**config.mk**
```make
export PLATFORM = sky130hd
export DESIGN_NAME = sm83_irq_ctrl
export DESIGN_NICKNAME = d
export VERILOG_FILES = /design/src/rtl/sm83_irq_ctrl.sv
export SDC_FILE = /design/constraint.sdc
export NUM_CORES = 1
export LEC_CHECK = 0
export CORE_MARGIN = 5
export CORE_UTILIZATION = 40
export CTS_CLUSTER_DIAMETER = 120
export CTS_CLUSTER_SIZE = 28
export DETAILED_ROUTE_END_ITERATION = 16
export GPL_TIMING_DRIVEN = 0
export HOLD_SLACK_MARGIN = 0.08
export PLACE_DENSITY = 0.89
export SLEW_MARGIN = 20
export SYNTH_ARGS = -nofsm -noshare
export SYNTH_HDL_FRONTEND = slang
export SYNTH_SLANG_ARGS = --single-unit
```
**constraint.sdc**
```tcl
create_clock -name clk -period 1.7 [get_ports clk]
set_clock_uncertainty 0.1 [all_clocks]
set_input_delay 0.34 -clock clk [delete_from_list [all_inputs] [get_ports clk]]
set_output_delay 0.34 -clock clk [all_outputs]
set_load 0.01 [all_outputs]
```
**src/rtl/sm83_irq_ctrl.sv**
```systemverilog
// SM83 interrupt controller: IF/IE registers, IME with delayed EI, halt wake-up,
// and the five-cycle dispatch sequencer that pushes PC and jumps to the vector.
module sm83_irq_ctrl #(
  parameter logic [15:0] VEC_BASE = 16'h0040
) (
  input  logic        clk,
  input  logic        rst_n,
  input  logic        instr_boundary,
  input  logic        ei_exec,
  input  logic        di_exec,
  input  logic        reti_exec,
  input  logic        halt,
  input  logic [4:0]  irq_req,
  input  logic        if_wr,
  input  logic        ie_wr,
  input  logic [4:0]  wdata,
  output logic [4:0]  if_q,
  output logic [4:0]  ie_q,
  output logic        ime,
  output logic        wake,
  output logic        suppress_fetch,
  output logic        dispatch_active,
  output logic        sp_dec,
  output logic        pch_to_mem,
  output logic        pcl_to_mem,
  output logic        vec_to_pc,
  output logic [15:0] vector
);

  typedef enum logic [2:0] {
    IDLE,
    D_WAIT,
    D_SPDEC,
    D_PCH,
    D_PCL,
    D_JUMP
  } state_e;

  state_e      state_q, state_d;
  logic [4:0]  iflag_q, iflag_d;
  logic [4:0]  ienable_q, ienable_d;
  logic        ime_q, ime_d;
  logic        ei_delay_q, ei_delay_d;
  logic [15:0] vector_q, vector_d;
  logic        wake_cond_q;

  logic [4:0]  pending;
  logic        any_pending;
  logic        ctrl_ok;
  logic        ei_mature;
  logic        start;
  logic        win_valid;
  logic [2:0]  win_idx;
  logic [4:0]  clr_mask;

  assign pending     = ienable_q & iflag_q;
  assign any_pending = |pending;

  // Instruction-completion inputs are only honoured while the sequencer is idle.
  assign ctrl_ok   = (state_q == IDLE) && instr_boundary;
  assign ei_mature = ctrl_ok && ei_delay_q && !ei_exec;
  assign start     = ctrl_ok && (ime_q || ei_mature) && any_pending && !di_exec;

  // Lowest set bit wins; scanning downward lets the last hit be the lowest index.
  always_comb begin
    win_valid = 1'b0;
    win_idx   = 3'd0;
    for (int i = 4; i >= 0; i--) begin
      if (pending[i]) begin
        win_valid = 1'b1;
        win_idx   = 3'(i);
      end
    end
  end

  assign clr_mask = (state_q == D_PCL && win_valid) ? (5'd1 << win_idx) : 5'd0;

  always_comb begin
    // NOTE: every variable gets a default before any branch so no latch is inferred.
    iflag_d    = ((if_wr ? wdata : iflag_q) & ~clr_mask) | irq_req;
    ienable_d  = ie_wr ? wdata : ienable_q;
    ime_d      = ime_q;
    ei_delay_d = ei_delay_q;
    vector_d   = vector_q;

    if (ctrl_ok) begin
      if (di_exec) begin
        ime_d      = 1'b0;
        ei_delay_d = 1'b0;
      end else if (start) begin
        ime_d      = 1'b0;
        ei_delay_d = ei_exec;
      end else begin
        if (reti_exec) ime_d = 1'b1;
        if (ei_exec) begin
          ei_delay_d = 1'b1;
        end else if (ei_delay_q) begin
          ime_d      = 1'b1;
          ei_delay_d = 1'b0;
        end
      end
    end

    if (state_q == D_PCL) begin
      vector_d = win_valid ? (VEC_BASE + {10'b0, win_idx, 3'b000}) : 16'h0000;
    end
  end

  always_comb begin
    state_d         = state_q;
    suppress_fetch  = 1'b0;
    dispatch_active = 1'b0;
    sp_dec          = 1'b0;
    pch_to_mem      = 1'b0;
    pcl_to_mem      = 1'b0;
    vec_to_pc       = 1'b0;

    unique case (state_q)
      IDLE: begin
        if (start) begin
          state_d        = D_WAIT;
          suppress_fetch = 1'b1;
        end
      end
      D_WAIT: begin
        state_d         = D_SPDEC;
        suppress_fetch  = 1'b1;
        dispatch_active = 1'b1;
      end
      D_SPDEC: begin
        state_d         = D_PCH;
        suppress_fetch  = 1'b1;
        dispatch_active = 1'b1;
        sp_dec          = 1'b1;
      end
      D_PCH: begin
        state_d         = D_PCL;
        suppress_fetch  = 1'b1;
        dispatch_active = 1'b1;
        sp_dec          = 1'b1;
        pch_to_mem      = 1'b1;
      end
      D_PCL: begin
        state_d         = D_JUMP;
        suppress_fetch  = 1'b1;
        dispatch_active = 1'b1;
        pcl_to_mem      = 1'b1;
      end
      D_JUMP: begin
        state_d   = IDLE;
        vec_to_pc = 1'b1;
      end
      default: state_d = IDLE;
    endcase
  end

  // NOTE: sequential state uses non-blocking assignments so all registers update together.
  always_ff @(posedge clk or negedge rst_n) begin
    if (!rst_n) begin
      state_q     <= IDLE;
      iflag_q     <= 5'd0;
      ienable_q   <= 5'd0;
      ime_q       <= 1'b0;
      ei_delay_q  <= 1'b0;
      vector_q    <= 16'h0000;
      wake_cond_q <= 1'b0;
    end else begin
      state_q     <= state_d;
      iflag_q     <= iflag_d;
      ienable_q   <= ienable_d;
      ime_q       <= ime_d;
      ei_delay_q  <= ei_delay_d;
      vector_q    <= vector_d;
      wake_cond_q <= halt & any_pending;
    end
  end

  // Wake fires on the rising edge of (halt && any_pending), independent of IME.
  assign wake   = halt & any_pending & ~wake_cond_q;
  assign if_q   = iflag_q;
  assign ie_q   = ienable_q;
  assign ime    = ime_q;
  assign vector = vector_q;

endmodule

```
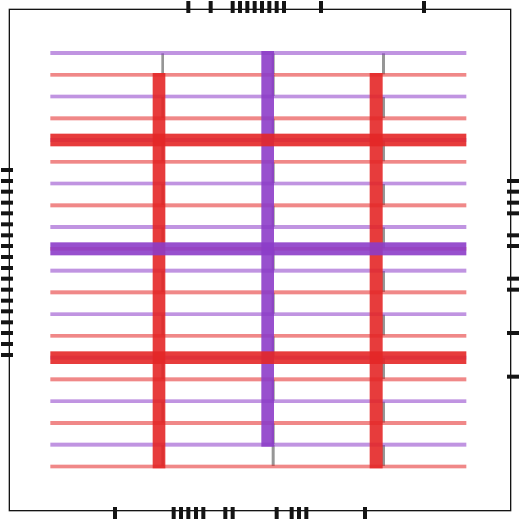
Fig. 1. PDN straps and rails (run 1).
Scale: 8 px per um. Pins as bars on the die edge. Tap cells in gray.
legend:
  red:
    net: VSS
  purple:
    net: VDD
tap cells: 31
signal pins: 53
met5 straps: 3
rows: 19

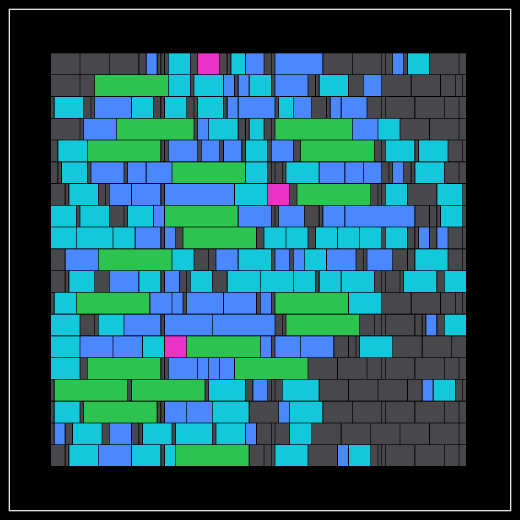
Fig. 2. Cell classes on the final placement (run 1).
Scale: 8 px per um. Fill, decap, tap and diode cells in gray.
legend:
  green:
    class: sequential cells
    cells: 20
    share_of_their_area: 27%
  cyan:
    class: remaining buffers and delay cells
    cells: 79
    share_of_their_area: 39%
  blue:
    class: combinational and other logic
    cells: 76
    share_of_their_area: 33%
  magenta:
    class: clock drivers
    cells: 3
    share_of_their_area: 1.2%

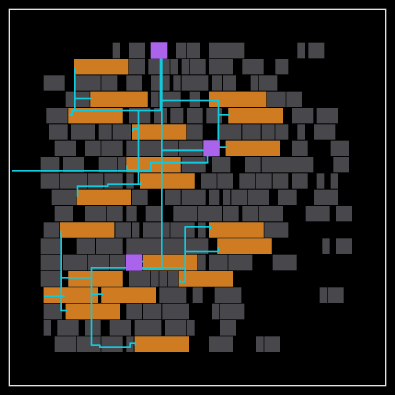
Fig. 3. Clock network drawn from the DEF (run 1).
Scale: 6 px per um.
legend:
  orange:
    item: flip-flops
    count: 20
  cyan:
    item: clock wires
    length: 260 um
  purple:
    item: clock drivers
    count: 3
routed clock nets: 4

[run 1: cell usage after synthesis (2+ instances only)]
cell type	n
a22oi_1	2
and2_1	2
buf_4	12
buf_6	2
dfrtp_1	20
inv_1	2
mux2_2	5
mux2i_1	5
nand2_1	9
nor2_1	3
nor2b_1	2
nor3_1	2
o21ai_0	2
o21bai_1	5
o31ai_1	2
xnor2_1	3
[run 1: worst max path at each step]
stage | endpoint | cells past startpoint
2_1_floorplan | suppress_fetch | 4
3_3_place_gp | suppress_fetch | 5
3_5_place_dp | suppress_fetch | 5
4_1_cts | suppress_fetch | 5
5_1_grt | suppress_fetch | 5
6_report | suppress_fetch | 5
[run 1: per-layer routing]
| metal | track usage | part of all wire | up-vias |
|---|---|---|---|
| li1 | - | - | 490 |
| met1 | 0.1678 | 0.36 | 502 |
| met2 | 0.3096 | 0.54 | 47 |
| met3 | 0.04856 | 0.078 | 9 |
| met4 | 0.06101 | 0.022 | 0 |
| met5 | 0 | 0 | - |
[run 1: area by class of cell]
cell class	instances	area, um^2
Multi-Input combinational cell	74	596.8
Tap cell	31	38.79
Timing Repair Buffer	63	580.6
Sequential cell	20	503.0
Inverter	2	7.507
Buffer	16	127.6
Clock buffer	3	22.52
Fill cell	205	809.5
[run 1: power by group]
group          internal, mW  leakage (nW)  total (mW)  switching, mW
Clock                0.0831        0.0138       0.233          0.150
Sequential            0.599         0.233       0.690         0.0912
Combinational         0.805         0.695        1.41          0.603
[run 1: flip-flops by register name, summed over array words and instances, names as in the netlist]
name	cells
ie_q	5
vector	4
ime	1
if_q	5
ei_delay_q	1
state_q	3
wake_cond_q	1
[run 1: what timing repair did]
action,in CTS,in global routing
setup endpoints to repair,16,15
pin swaps,6,10
endpoints found under the hold margin,0,0
buffers inserted,19,6
resized,51,20
==> ci_impl_report.md, run 1 <==
### Metrics collected by this job

| Metric | Value |
|---|---|
| Status | `finished with violations` |
| Failing checks | `negative setup slack` |
| # nets final | `a little under 200` |
| Worst setup SP type | `flop` |
| Setup TNS | `-1.102 ns` |
| DR vias | `between 1000 and 1500` |
| Mux area share | `0.09648` |
| Max Fclk | `between 0.4 and 0.5 GHz` |
| Share of cells above drive strength 1 | `0.4270` |
| Clk buf depth | `2` |
| Hold Path Stages | `1` |
| Crit Path Class | `flop to output port` |
| Total power | `between 2 and 2.5 mW` |
| Setup-failing EPs final | `6` |
| Post-Synthesis Cell Area | `0.001102 mm^2` |
| Core area | `0.002686 mm^2` |
| Final wirelength | `roughly 3.3 mm` |
| Placed Cells | `approximately 180` |
| Worst Min Path Start | `vector[5]$_DFFE_PN0P_` |
| Tmin final | `roughly 2 ns` |
| Crit path launch | `state_q[2]$_DFFE_PN0P_` |
| Hold_ws | `around 0.4 ns` |
| Max transition margin | `0.3863` |
| Crit-path max FO | `3` |
| Number of H-tree levels | `1` |
| Ys Warns | `0` |
| Worst Hold Class | `flop to flop` |
| Reg2reg setup slack | `0.03 ns` |
| First-pass GRT wire length | `approximately 5.3 mm` |
| EDFF count, synth | `0` |
| Yosys stat chip area | `approximately 0.0011 mm^2` |
| Stage-log warning count | `28` |
| Clk root buf | `clkbuf_4` |
| Slew Viols, Final | `0` |
| Largest net degree at the start of global routing | `21` |
| Critical path's largest stage delay | `about 0.39 ns` |
| RR Endpoint | `if_q[4]$_DFF_PN0_` |
| Distinct lib cells | `39` |
| Worst EP required | `between 1 and 1.5 ns` |
| Crit-path cells | `buf_6, nor4b_4, o211ai_1, o21bai_1, buf_2` |
| Die Ht | `between 60 and 70 um` |
| R2R depth | `6` |
| Gr ovfl total | `0` |
| Hold Buf Count CTS | `0` |
| CTS tree | `built` |
| Max_cap viols | `0` |
| Final core occ | `0.6986` |
| DRC Markers | `0` |
| FP Rows | `19` |
| CP arrival | `approximately 1.6 ns` |
| Yosys simple share | `0.1771` |
| Clock Pin Slew Worst Setup and Hold Paths | `0.11 ns` |
| #FFs+latches synth | `20` |
| Pwr dens | `1243 mW/mm^2` |
| Yosys cell count | `around 100` |
| Number of buffers created by CTS | `3` |
| Die ar. | `0.003906 mm^2` |
| Seq/Total Area, Yosys | `0.4540` |
| Area leader share | `0.4540` |
| GR Util All Layers | `0.1644` |
| Synth area leaders | `dfrtp_1 45%, buf_4 8.2%, mux2_2 5.1%` |
| Reg2reg start | `state_q[2]$_DFFE_PN0P_` |
| Pre-CTS WS | `-0.7496 ns` |
| Synth Flop Type | `dfrtp_1` |
| PnR worst setup slack | `-0.3043 ns` |
| Lkg Pwr | `between 0.9 and 1 nW` |
Fig. 4: run 1, congestion heat map
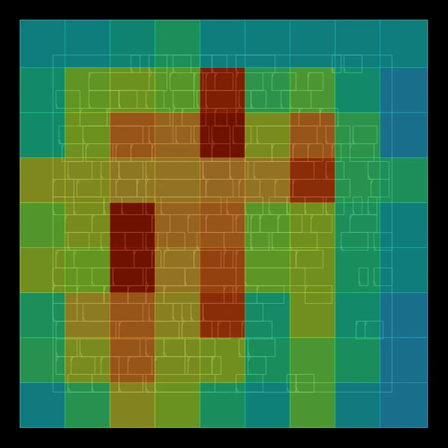

## Run 2: what changed since run 1
- ABC_AREA: default -> 1
- PLACE_DENSITY: 0.89 -> 0.8
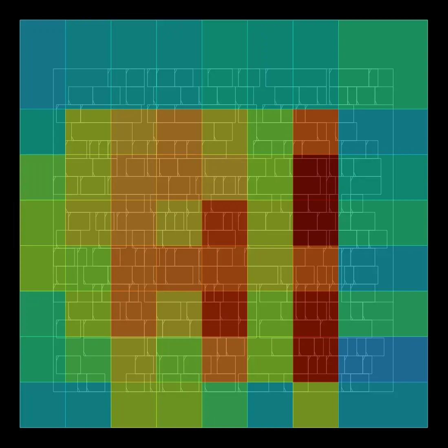
Fig. 5. Congestion heat map (run 2).
final core occ: 0.7907
GR Util All Layers: 0.1742
met2 usage: 0.3333
GRT Max-Usage Layer: met2

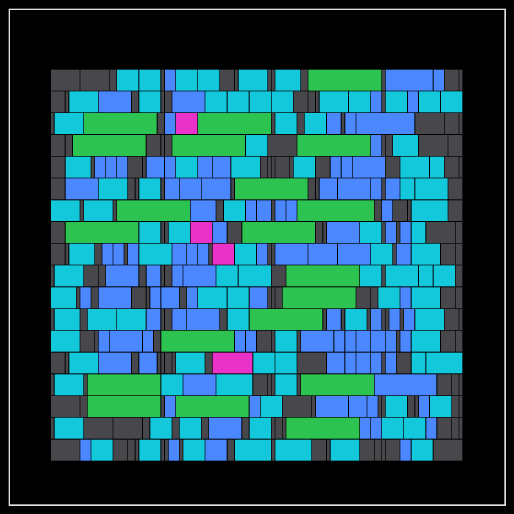
Fig. 6. Cell classes on the final placement (run 2).
Scale: 8 px per um. Fill, decap, tap and diode cells in gray.
legend:
  cyan:
    class: remaining buffers and delay cells
    cells: 92
    share_of_their_area: 40%
  green:
    class: sequential cells
    cells: 20
    share_of_their_area: 26%
  blue:
    class: combinational and other logic
    cells: 104
    share_of_their_area: 32%
  magenta:
    class: clock drivers and dummy loads
    cells: 4
    share_of_their_area: 1.9%

==> run 2 against run 1 <==
Via count increased by 14%. The run still ends with negative setup slack left. Largest cell class unchanged. Flip-flop count unchanged. Routed wire length increased by 7.8%. Synthesized cell count increased by 24%. Sequential share of layout area decreased by 1.6 points.
==> ci_impl_report.md, run 2 <==
### Metrics collected by this job

| Metric | Value |
|---|---|
| Top logic family | `simple AND/OR/NAND/NOR gates` |
| First-pass GRT wire length | `5.050 mm (-3.9%)` |
| Number of H-tree levels | `1 (unchanged)` |
| DIE WIDTH | `about 62 um` |
| Synth area leaders | `dfrtp_1 47%, nand2_1 11%, mux2_2 9.4%` |
| Inverters, non-clock | `16 (+14)` |
| Routability Congestion | `between 0.8 and 0.9` |
| Count leader, synth | `nand2_1` |
| Reg2reg start | `if_q[1]$_DFF_PN0_` |
| RR Endpoint | `if_q[4]$_DFF_PN0_` |
| Clock network area share | `0.01819 (+0.006193)` |
| Max_cap viols | `0 (unchanged)` |
| Int Pwr | `1.398 mW (-6.0%)` |
| Max Fclk | `0.5290 GHz (+6.0%)` |
| Synth async-reset ratio | `1.000` |
| Total power | `2.321 mW (-0.49%)` |
| Yosys cell count | `125 (+24%)` |
| Clock power frac | `0.117 (+0.017)` |
| Critical-path top delay cell | `dfrtp_1` |
| Comb group | `1.35 mW (-4%)` |
| CTS tree | `built` |
| Critical path's largest stage delay | `0.45 ns (+0.06 ns)` |
| Tcrit/Tclk final | `1.112` |
| Worst setup SP type | `flop` |
| Share of cells above drive strength 1 | `0.4364 (+0.009397)` |
| PnR worst setup slack | `-0.1904 ns (+0.1139 ns)` |
| Most numerous logic cell after layout | `buf_4` |
| Non-Clock Buffer Count | `92 (+16%)` |
| DRC Markers | `0 (unchanged)` |
| Seq/total area | `0.2516 (-0.01643)` |
| Post-layout instance area | `around 0.002 mm^2` |
| NonClk Buf Share | `0.3927 (+0.01539)` |
| Tmin final | `1.890 ns (-0.1139 ns)` |
| Ys Warns | `0 (unchanged)` |
| Combinational fraction of design power | `0.583 (-0.021)` |
| MI comb cells | `88 (+19%)` |
| Top class by area | `non-clock buffers` |
| Clk root buf | `clkbuf_4` |
| WP buf/inv | `2` |
| Largest area contributor in the netlist | `dfrtp_1` |
| Clock Power | `0.271 mW (+16%)` |
| Xor/xnor share | `0` |
| Comb area share | `0.2848 (-0.03318)` |
| WL/cell | `between 10 and 15 um` |
| Clock buf count | `4 (+1)` |
| Clk buf depth | `2 (unchanged)` |
| Yosys stat chip area | `0.001074 mm^2 (-2.6%)` |
| # nets final | `240 (+21%)` |
| Area leader share | `0.4662 (+0.01217)` |
| Adder Share, Synth | `0` |
| Lkg Pwr | `1.086 nW (+15%)` |
| CP arrival | `1.45 ns (-0.11 ns)` |
| Crit Path Class | `flop to output port` |
| Initial antenna violation count | `0` |
| Hold Path Stages | `2 (+1)` |
| Stage-log warning count | `28 (unchanged)` |
| Final ANT Viol Nets | `0` |
| DR pass1 iterations | `4` |
| Yosys simple share | `0.2354 (+0.05836)` |
| Core area | `0.002522 mm^2 (-6.1%)` |
| Seq/Total Area, Yosys | `0.4662 (+0.01217)` |
| Flops | `20 (unchanged)` |
| Largest net degree at the start of global routing | `21 (unchanged)` |
| Distinct lib cells | `20 (-49%)` |
| Die ar. | `0.003820 mm^2 (-2.2%)` |
| Reg2reg setup slack | `0.03 ns (about the same)` |
| EDFF count, synth | `0 (unchanged)` |
| Pwr dens | `1164 mW/mm^2 (-6.4%)` |
| Fp util | `0.4256` |
| I/O pin cnt | `around 53` |
| P_seq | `0.697 mW (+1%)` |
| Final Hold Vio Count | `0` |
| Die Ht | `61.81 um (-1.1%)` |
| Placement Cell Area | `around 0.0016 mm^2` |
| Top power group | `combinational cells` |
| Most frequent cells after synthesis | `31 x nand2_1, 20 x dfrtp_1, 16 x inv_1, 12 x buf_4, 10 x nor2_1` |
| Setup-failing EPs final | `6 (unchanged)` |
| Vias in the first global route | `1237` |
| Status | `finished with violations` |
| Initial DRC count | `roughly 40` |
| Peak supply drop | `between 0.9 and 1 mV` |
| Number of buffers created by CTS | `3 (unchanged)` |
| Final wirelength | `3.575 mm (+7.8%)` |
| Area fraction in compound gates after synthesis | `0.05128` |
| Critical Path End Type | `output port` |
| Synth Instances | `125` |
| Crit path launch | `state_q[1]$_DFFE_PN0P_` |
| Crit path to | `suppress_fetch` |
| FILL cells | `162 (-21%)` |
| DR vias | `1197 (+14%)` |
| Clock Pin Slew Worst Setup and Hold Paths | `0.11 ns (about the same)` |
| Slew @ Worst Pin | `0.9297 ns` |
| Switch share | `0.3974 (+0.03515)` |
| Synth Flop Type | `dfrtp_1` |
| Gr ovfl total | `0 (unchanged)` |
| IO Port Bufs | `approximately 40` |
| Tap cells | `30 (-3.2%)` |
| Clock sink total | `20` |
| Reg power frac | `0.300 (+0.004)` |
| Crit-path max FO | `3 (unchanged)` |
| Crit-path cells | `buf_4, nand2_4, nand2_1, nor2_4, nor2_4, nand2_1, buf_2` |
| R2R depth | `10 (+4)` |
| Logic area | `568.0 um^2 (-4.8%)` |
| Post-Synthesis Cell Area | `0.001074 mm^2 (-2.6%)` |
| Antenna Diode Count | `0` |
| Worst Hold Class | `flop to flop` |
| Crit-path leading delay family | `flip-flops` |
| Psw | `0.9223 mW (+9.2%)` |
| FP Rows | `18 (-1)` |
| Vias/cell | `roughly 4.8` |
| #FFs+latches synth | `20 (unchanged)` |
| Sequential Area | `501.7 um^2 (-0.25%)` |
| Syn_area_per_cell | `between 8 and 9 um^2` |
| Failing checks | `negative setup slack` |
| Post-DP HPWL | `~2.2 mm` |
| Clock latency at the later pin of the worst-skew pair | `0.29 ns` |
| Slew Viols, Final | `0 (unchanged)` |
| Worst path depth | `7 (+2)` |
| Synth-to-Final Area Change | `85.78%` |
| RSZ-0062 raised after global routing | `true` |
| Max transition margin | `0.3782 (-0.008091)` |
| Top cells excl fill/tap | `49 x buf_4, 23 x nand2_1, 20 x clkdlybuf4s50_1` |
| Worst EP required | `1.26 ns (about the same)` |
| Mux area share | `0.1037 (+0.007248)` |
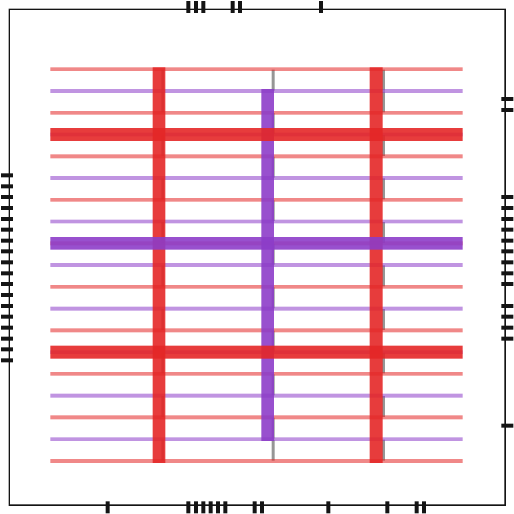
Fig. 7. PDN straps and rails (run 2).
Scale: 8 px per um. Pins as bars on the die edge. Tap cells in gray.
legend:
  red:
    net: VSS
  purple:
    net: VDD
tap cells: 30
met4 straps: 3
met1 rails: 19

run 2: cell types whose count changed after synthesis, sizes merged, moves of 4 or more:
cell    change
nand2      +25
inv        +14
mux2i       -4
nor2        +9
nand3       +6
a21oi       +5
o21bai      -4
mux2        +4
run 2: kinds of logic after synthesis:
logic type	Yosys count
buffers and inverters	28
AOI/OAI and AO/OA	10
DFF	20
other	1
and+or+nand+nor	56
muxes	10
run 2: what timing repair did:
item	4_1_cts	5_1_grt
setup buffers	26	17
setup endpoints to repair	11	13
gates resized	56	22
pin swaps	9	9
hold buffers	0	0
run 2: how the worst min path moves through the flow:
stage | from | to | slack (ns)
global route | ei_delay_q$_DFFE_PN0N_ | ei_delay_q$_DFFE_PN0N_ | 0.44
finish | vector[3]$_DFFE_PN0P_ | vector[3]$_DFFE_PN0P_ | 0.41
detailed placement | vector[5]$_DFFE_PN0P_ | vector[5]$_DFFE_PN0P_ | 0.39
global placement | ei_delay_q$_DFFE_PN0N_ | ei_delay_q$_DFFE_PN0N_ | 0.37
floorplan | rst_n | ei_delay_q$_DFFE_PN0N_ | -0.06
CTS | vector[5]$_DFFE_PN0P_ | vector[5]$_DFFE_PN0P_ | 0.42
run 2: metrics by stage:
step	hold WS (ns)	setup TNS (ns)	std cells	setup WS [ns]
floorplan	-0.05559	0	136	0.1950
global placement	0.3707	-1.163	206	-0.4956
detailed placement	0.3868	-1.398	206	-0.5531
CTS	0.4168	-0.8325	236	-0.2132
global route	0.4426	-1.074	250	-0.2818
finish	0.4081	-0.6243	250	-0.1904
run 2: metal layers:
metal	part of all wire	routed length, um	global-route usage
met1	0.37	1318	0.1969
met2	0.52	1873	0.3333
met3	0.078	280	0.03719
met4	0.029	104	0.03636
met5	0	0	0
Power figures rest on the tool's default switching activity, not on a simulated workload.
